### Signal wires on met1, run 1

The bar under the picture is 20 µm long. Cells faint in the background.
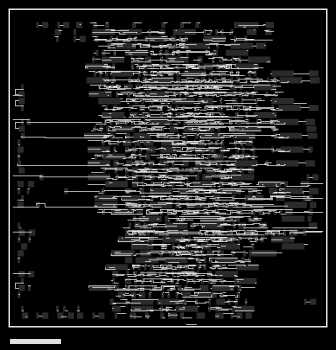
### The metal 2 layer, run 1

Cells faint in the background.
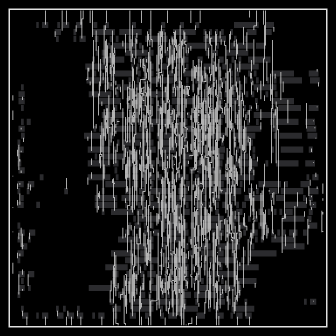
### Signal wires on met3, run 1

The bar under the picture is 20 µm long. Cells faint in the background.
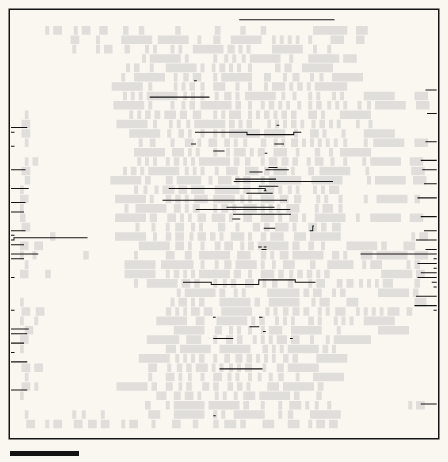
### Placed standard cells, run 1

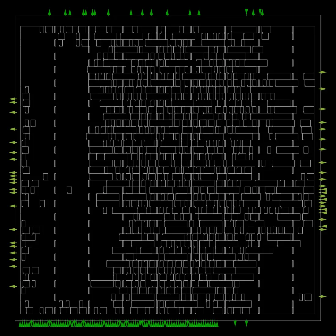
==> config.mk <==
export PLATFORM = sky130hd
export DESIGN_NAME = asp_irq_ctrl
export DESIGN_NICKNAME = d
export VERILOG_FILES = /design/src/rtl/ofs_asp_pkg.sv /design/src/rtl/asp_irq_rr_arb.sv /design/src/rtl/asp_irq_ctrl.sv
export SDC_FILE = /design/constraint.sdc
export NUM_CORES = 1
export LEC_CHECK = 0
export ABC_AREA = 1
export CAP_MARGIN = 5
export CELL_PAD_IN_SITES_DETAIL_PLACEMENT = 1
export CELL_PAD_IN_SITES_GLOBAL_PLACEMENT = 1
export CORE_MARGIN = 2
export CORE_UTILIZATION = 30
export CTS_BUF_LIST = sky130_fd_sc_hd__clkbuf_4
export CTS_CLUSTER_SIZE = 24
export DETAILED_ROUTE_END_ITERATION = 16
export GPL_TIMING_DRIVEN = 0
export PLACE_DENSITY = 0.86
export SLEW_MARGIN = 20
export SYNTH_ARGS = -nofsm -noshare
export SYNTH_HDL_FRONTEND = slang
export SYNTH_HIERARCHICAL = 1
export SYNTH_SLANG_ARGS = --single-unit
==> constraint.sdc <==
create_clock -name clk -period 1.5 [get_ports clk]
set_input_delay 0.3 -clock clk [delete_from_list [all_inputs] [get_ports clk]]
set_output_delay 0.3 -clock clk [all_outputs]
set_load 0.05 [all_outputs]
==> flow_summary.ini, run 1 <==
; yosys + openroad results
[status]
outcome = finished with violations
violations_in_the_final_reports = setup timing

[clock_tree]
path_clk_slew_ns = 0.14
clock_h_tree_levels = 3
post-cts-setup-buffer-count = 10
cts_hold_buf = 1
tritoncts_buffer_count = 9
cts_root_buffer = clkbuf_4
numClockSinks = 83
cts_tree = yes
clk_latency_ns = 0.45
clk_path_buf_depth = 2

[flow_run]
maxCapViolations = 0
tool_warnings = 98

[layout]
final_layout_top_logic_cells = nand2_1, nor2_1, inv_1, dfrtp_1, buf_4
logic_area_um2 = 2030
fraction_of_final_layout_cells_sized_beyond_drive_strength_1_pct = 26.8
finalCoreUtilization_pct = 40.7
layout.cells.most_common = nand2_1
layout.area.seq_um2 = 2080
finish.net_count = 772

[yosys]
synthesis.area_um2 = 4340
ys_cells = 569
yosys_warnings = 6
yosys_area_um2 = 4340
synthDistinctLibCells = 33
post_synth_inst_count = 569
ys_seq_share_pct = 47.9

[route]
drc = 0
final_antenna_net_count = 0
drt-initial-drc-count = 241
wl_per_cell_um = 14.9

[final_timing]
totalNegativeSetupSlack_ns = -1.38
min_period_over_period_pct = 117
setup-violations-final = 18
worst_hold_slack_ns = 0.313
actual_transition_at_the_worst_max_transition_pin_ns = 0.569
slew_headroom_pct = 62.1
timing.fmax_ghz = 0.572
finalWorstSetupSlack_ns = -0.249
grt_setup_unrepaired = yes

[setup_path]
critPathTopFamily = simple AND/OR/NAND/NOR gates
critPathArrivalTime_ns = 2.11
timing.critical_path.cells = inv_2 > ha_4 > inv_2 > nand2_1 > nand3_1 > nand2_2 > nand2_1 > or2_1 > nand2_2 > buf_4 > o21ai_2
worstRegToRegCells = 11
start_kind = flop
critPathRequiredTime_ns = 1.86
worst-path-stages = 11
timing.critical_path.buf_inv = 3
critical_path.max_stage_delay_ns = 0.45
slowest_stage = dfrtp_1
timing.critical_path.fanout_max = 6

[placed_design]
buffer_ports.inserted = 50
placed_standard_cell_area_um2 = 5230
placed_cells = 832
worst_setup_slack_post_dpl_ns = -0.473
finalWeightedCongestion = 0.852
detailedPlacementHpwl_um = 8550

[grt]
groute.usage.overall_pct = 15.5
wire_length_of_the_first_global_routing_pass_um = 19600
grt_start_max_net_pins = 44
globalRouteOverflowTotal = 0
number_of_global_route_vias_before_repair = 3954

[hold_path]
worst_min_delay_path_class = primary input to flop
timing.hold.worst_path_depth = 1

[pwr]
comb_power_share_pct = 36.3
report.power.total_w = 0.00644
sequentialPowerShare_pct = 43.1
cellLeakagePower_nw = 2.84
power.switching_w = 0.00263
switching_share_pct = 40.9
p_int_w = 0.00381
power_frac_clock_pct = 20.5
vdd_drop_max_uv = 374

[die]
core_area_um2 = 14000
ioPinCount = 152
initCoreUtil_pct = 31.0
die_area_um2 = 15400
fp.dieH_um = 124
Back to the opening pictures, 'Signal wires on met1':
main direction: horizontal
wire length on this layer: 5,700 µm
share of all routed wire: 44%
overall via count from detail_route: 4,011
final WL: 13,000 µm
global routing met1 resource utilization: 21.4%

Back to the opening pictures, 'The metal 2 layer':
longest straight run: 35.0 µm
nets with wire on the layer: 603
share of all routed wire: 50%
Global Route met2 Usage: 25.3%

Back to the opening pictures, 'Signal wires on met3':
wire length on this layer: 529 µm
nets with wire on the layer: 65
share of all routed wire: 4.1%
met3 global-route usage: 2.02%

Back to the opening pictures, 'Placed standard cells':
flop count: 83
final standard cell count with taps included and fillers excluded: 871

-- run 1: logic make-up (layout without fill, tap and decap cells) --
group	after synthesis	after routing	share of synthesized area, %
adders and majority gates	4	4	1.15
other	1	34	0.0865
AOI/OAI and AO/OA	51	51	6.38
DFF	83	83	47.9
and+or+nand+nor	302	302	30.4
buffers and inverters	128	217	14.1
-- run 1: synth_stat cells, drive strengths merged --
master / instances / share of area (%)
or2: 2 / 0.29
nor2: 107 / 11
dfrtp: 83 / 48
nand2: 132 / 12
ha: 4 / 1.2
nor3: 7 / 0.81
clkbuf: 4 / 0.35
conb: 1 / 0.086
o211ai: 1 / 0.17
nand4: 5 / 1.1
o31ai: 2 / 0.35
a31oi: 3 / 0.43
a22oi: 1 / 0.17
a21oi: 15 / 1.7
nand3: 46 / 5.4
o21ai: 27 / 3.1
o221ai: 2 / 0.40
nand3b: 3 / 0.52
inv: 88 / 7.7
buf: 36 / 6.1
-- run 1: cell type report --
cell class / count / share of cell area (%)
clock buffer: 9 / 1.19
inverter: 88 / 5.94
antenna: 1 / 0.0440
clock inverter: 7 / 1.21
tap: 180 / 3.96
multi-input combinational: 390 / 35.7
timing repair buffer: 73 / 10.4
buffer: 40 / 4.95
sequential: 83 / 36.6
-- run 1: power by group through the flow --
stage | clock [W] | sequential [W] | combinational (W)
final | 0.00132 | 0.00278 | 0.00234
after global routing | 0.00145 | 0.00281 | 0.00256
after CTS | 0.00135 | 0.00272 | 0.00204
after detailed placement | 0 | 0.00276 | 0.00194
after global placement | 0 | 0.00275 | 0.00188
after floorplan | 0 | 0.00290 | 0.00124
-- run 1: layer usage --
| metal | share of wire, % | vias up |
|---|---|---|
| met3 | 4.1 | 28 |
| li1 | - | 1932 |
| met4 | 2.5 | 0 |
| met5 | 0 | - |
| met1 | 44 | 1957 |
| met2 | 50 | 94 |
==> run 2: changes to the inputs <==
--- a/config.mk
+++ b/config.mk
@@ -6,6 +6,7 @@
 export NUM_CORES = 1
 export LEC_CHECK = 0
 export ABC_AREA = 1
+export ABC_CLOCK_PERIOD_IN_PS = 1500
 export CAP_MARGIN = 5
 export CELL_PAD_IN_SITES_DETAIL_PLACEMENT = 1
 export CELL_PAD_IN_SITES_GLOBAL_PLACEMENT = 1
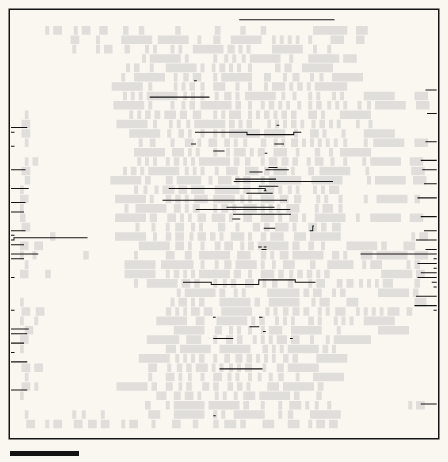
*Signal wires on met3, run 2*
The bar under the picture is 20 µm long. Cells faint in the background.
wire length on this layer: 529 µm
nets with wire on the layer: 65
main direction: horizontal

==> flow_summary.ini, run 2 <==
; yosys + openroad results
[status]
outcome = finished with violations
violations_in_the_final_reports = setup timing

[route]
vias = 4011
drt-initial-drc-count = 241
detail_route.wirelength_um = 13000
drt_first_pass_iters = 6
route.detailed.vias_per_inst = 4.61
drc = 0
final_antenna_net_count = 0
wl_per_cell_um = 14.9

[grt]
antenna_found_initial = 1
wire_length_of_the_first_global_routing_pass_um = 19600
number_of_global_route_vias_before_repair = 3954
globalRouteOverflowTotal = 0
groute.usage.overall_pct = 15.5
grt_start_max_net_pins = 44

[placed_design]
detailedPlacementHpwl_um = 8550
buffer_ports.inserted = 50
placed_cells = 832
finalWeightedCongestion = 0.852

[yosys]
ys_seq_elements = 83
post_synth_inst_count = 569
yosys_area_um2 = 4340
area_fraction_in_compound_gates_pct = 6.38
post-synth-top-area-cell = dfrtp_1
synth.cellmix.simpleShare_pct = 30.4
syn_area_per_cell_um2 = 7.62
synth-main-ff-cell = dfrtp_1
synth-edff-count = 0
synth_top_cell_by_count = nand2_1
synth_largest_type_area_fraction_pct = 47.9
synthXorXnorAreaFrac_pct = 0
area_leaders = dfrtp_1, nand2_1, nor2_1, inv_1, buf_4
synth-async-reset-ratio_pct = 100
ys_cells = 569
muxShareOfSynthArea_pct = 0
yosys_warnings = 6
post_synth_main_logic_family = simple AND/OR/NAND/NOR gates
post_synthesis_adder_cell_area_fraction_pct = 1.15
ys_seq_share_pct = 47.9
synthesis.area_um2 = 4340
synthTopCellsByCount = nand2_1, nor2_1, inv_1
synthDistinctLibCells = 33

[pwr]
power.density_cell_area_nw_per_um2 = 1130
report.power.total_w = 0.00644
cellLeakagePower_nw = 2.84
vdd_drop_max_uv = 374

[setup_path]
worstRegToRegCells = 11
start_kind = flop
critPathArrivalTime_ns = 2.11
critPathRequiredTime_ns = 1.86
r2r_slack_ns = -0.25
timing.critical_path.fanout_max = 6
kind_of_end_point_of_the_critical_path = flop
timing.setup.critical_path_class = flop to flop

[clock_tree]
cts_root_buffer = clkbuf_4
numClockSinks = 83
tritoncts_buffer_count = 9
clock_h_tree_levels = 3
path_clk_slew_ns = 0.14
cts_tree = yes
clk_latency_ns = 0.45
clk_path_buf_depth = 2

[final_timing]
setup-violations-final = 18
worst_clock_skew_ns = 0.0195
final.min_clock_period_ns = 1.75
worst_hold_slack_ns = 0.313
hold_viol = 0
totalNegativeSetupSlack_ns = -1.38
timing_max_transition_violations_final = 0
grt_setup_unrepaired = yes
timing.fmax_ghz = 0.572
actual_transition_at_the_worst_max_transition_pin_ns = 0.569
min_period_over_period_pct = 117
finalWorstSetupSlack_ns = -0.249
slew_headroom_pct = 62.1

[layout]
layout.area.seq_um2 = 2080
finish.net_count = 772
final_layout_top_logic_cells = nand2_1, nor2_1, inv_1, dfrtp_1, buf_4
finalCoreUtilization_pct = 40.7
fillCellCount = 1730
fraction_of_final_layout_cells_sized_beyond_drive_strength_1_pct = 26.8
logic_area_um2 = 2030
area.growth.synth_to_final_pct = 31.2
fin_cells = 871
layout.cells.most_common = nand2_1

[die]
die_area_um2 = 15400
fp.dieH_um = 124
fp-row-count = 43
chipWidth_um = 124
core_area_um2 = 14000
ioPinCount = 152
initCoreUtil_pct = 31.0

[flow_run]
tool_warnings = 98
maxCapViolations = 0

[hold_path]
worst_min_delay_path_class = primary input to flop
timing.hold.worst_path_depth = 1
## run 2: per-stage QoR
step                      setup slack [ns]  area [µm²]
after floorplan                    0.00700        4470
after detailed placement            -0.473        5230
final                               -0.249        5690
after global routing                -0.368        5690
after global placement               -2.92        5200
after CTS                           -0.168        5450
## run 2: logic make-up (layout without fill, tap and decap cells)
group | count (synthesis) | in the layout
adder cells (fa/ha/maj) | 4 | 4
flip-flops | 83 | 83
other | 1 | 34
AND/OR/NAND/NOR | 302 | 302
AND-OR/OR-AND | 51 | 51
buffers and inverters | 128 | 217
## run 2: report_power, final
part	internal (W)	total, W	switching (W)	leakage, nW
logic	0.000806	0.00234	0.00153	1.68
clock network	0.000502	0.00132	0.000821	0.0733
registers	0.00250	0.00278	0.000279	1.09
## run 2: cell type report
type	instances	share of cell area [%]
antenna	1	0.0440
buffer	40	4.95
clock buffer	9	1.19
clock inverter	7	1.21
inverter	88	5.94
multi-input combinational	390	35.7
sequential	83	36.6
tap	180	3.96
timing repair buffer	73	10.4
## run 2: layer usage
layer / vias up / wire [µm] / GRT usage, %
li1: 1932 / - / -
met1: 1957 / 5700 / 21.4
met2: 94 / 6420 / 25.3
met3: 28 / 528 / 2.02
met4: 0 / 319 / 4.76
met5: - / 0 / 0
## run 2: critical path: stages, from the launching register on
cell,delay [ns]
dfrtp_1,0.45
inv_2,0.10
ha_4,0.17
inv_2,0.04
nand2_1,0.08
nand3_1,0.13
nand2_2,0.10
nand2_1,0.06
or2_1,0.24
nand2_2,0.11
buf_4,0.12
o21ai_2,0.04
## run 2: what timing repair did
action                                 CTS  global route
gates resized                          155            91
endpoints found under the hold margin   40             0
pin swaps                               11            33
hold buffers                             1             0
setup buffers                           10            11
setup endpoints to repair               60            55
Power figures rest on the tool's default switching activity, not on a simulated workload.
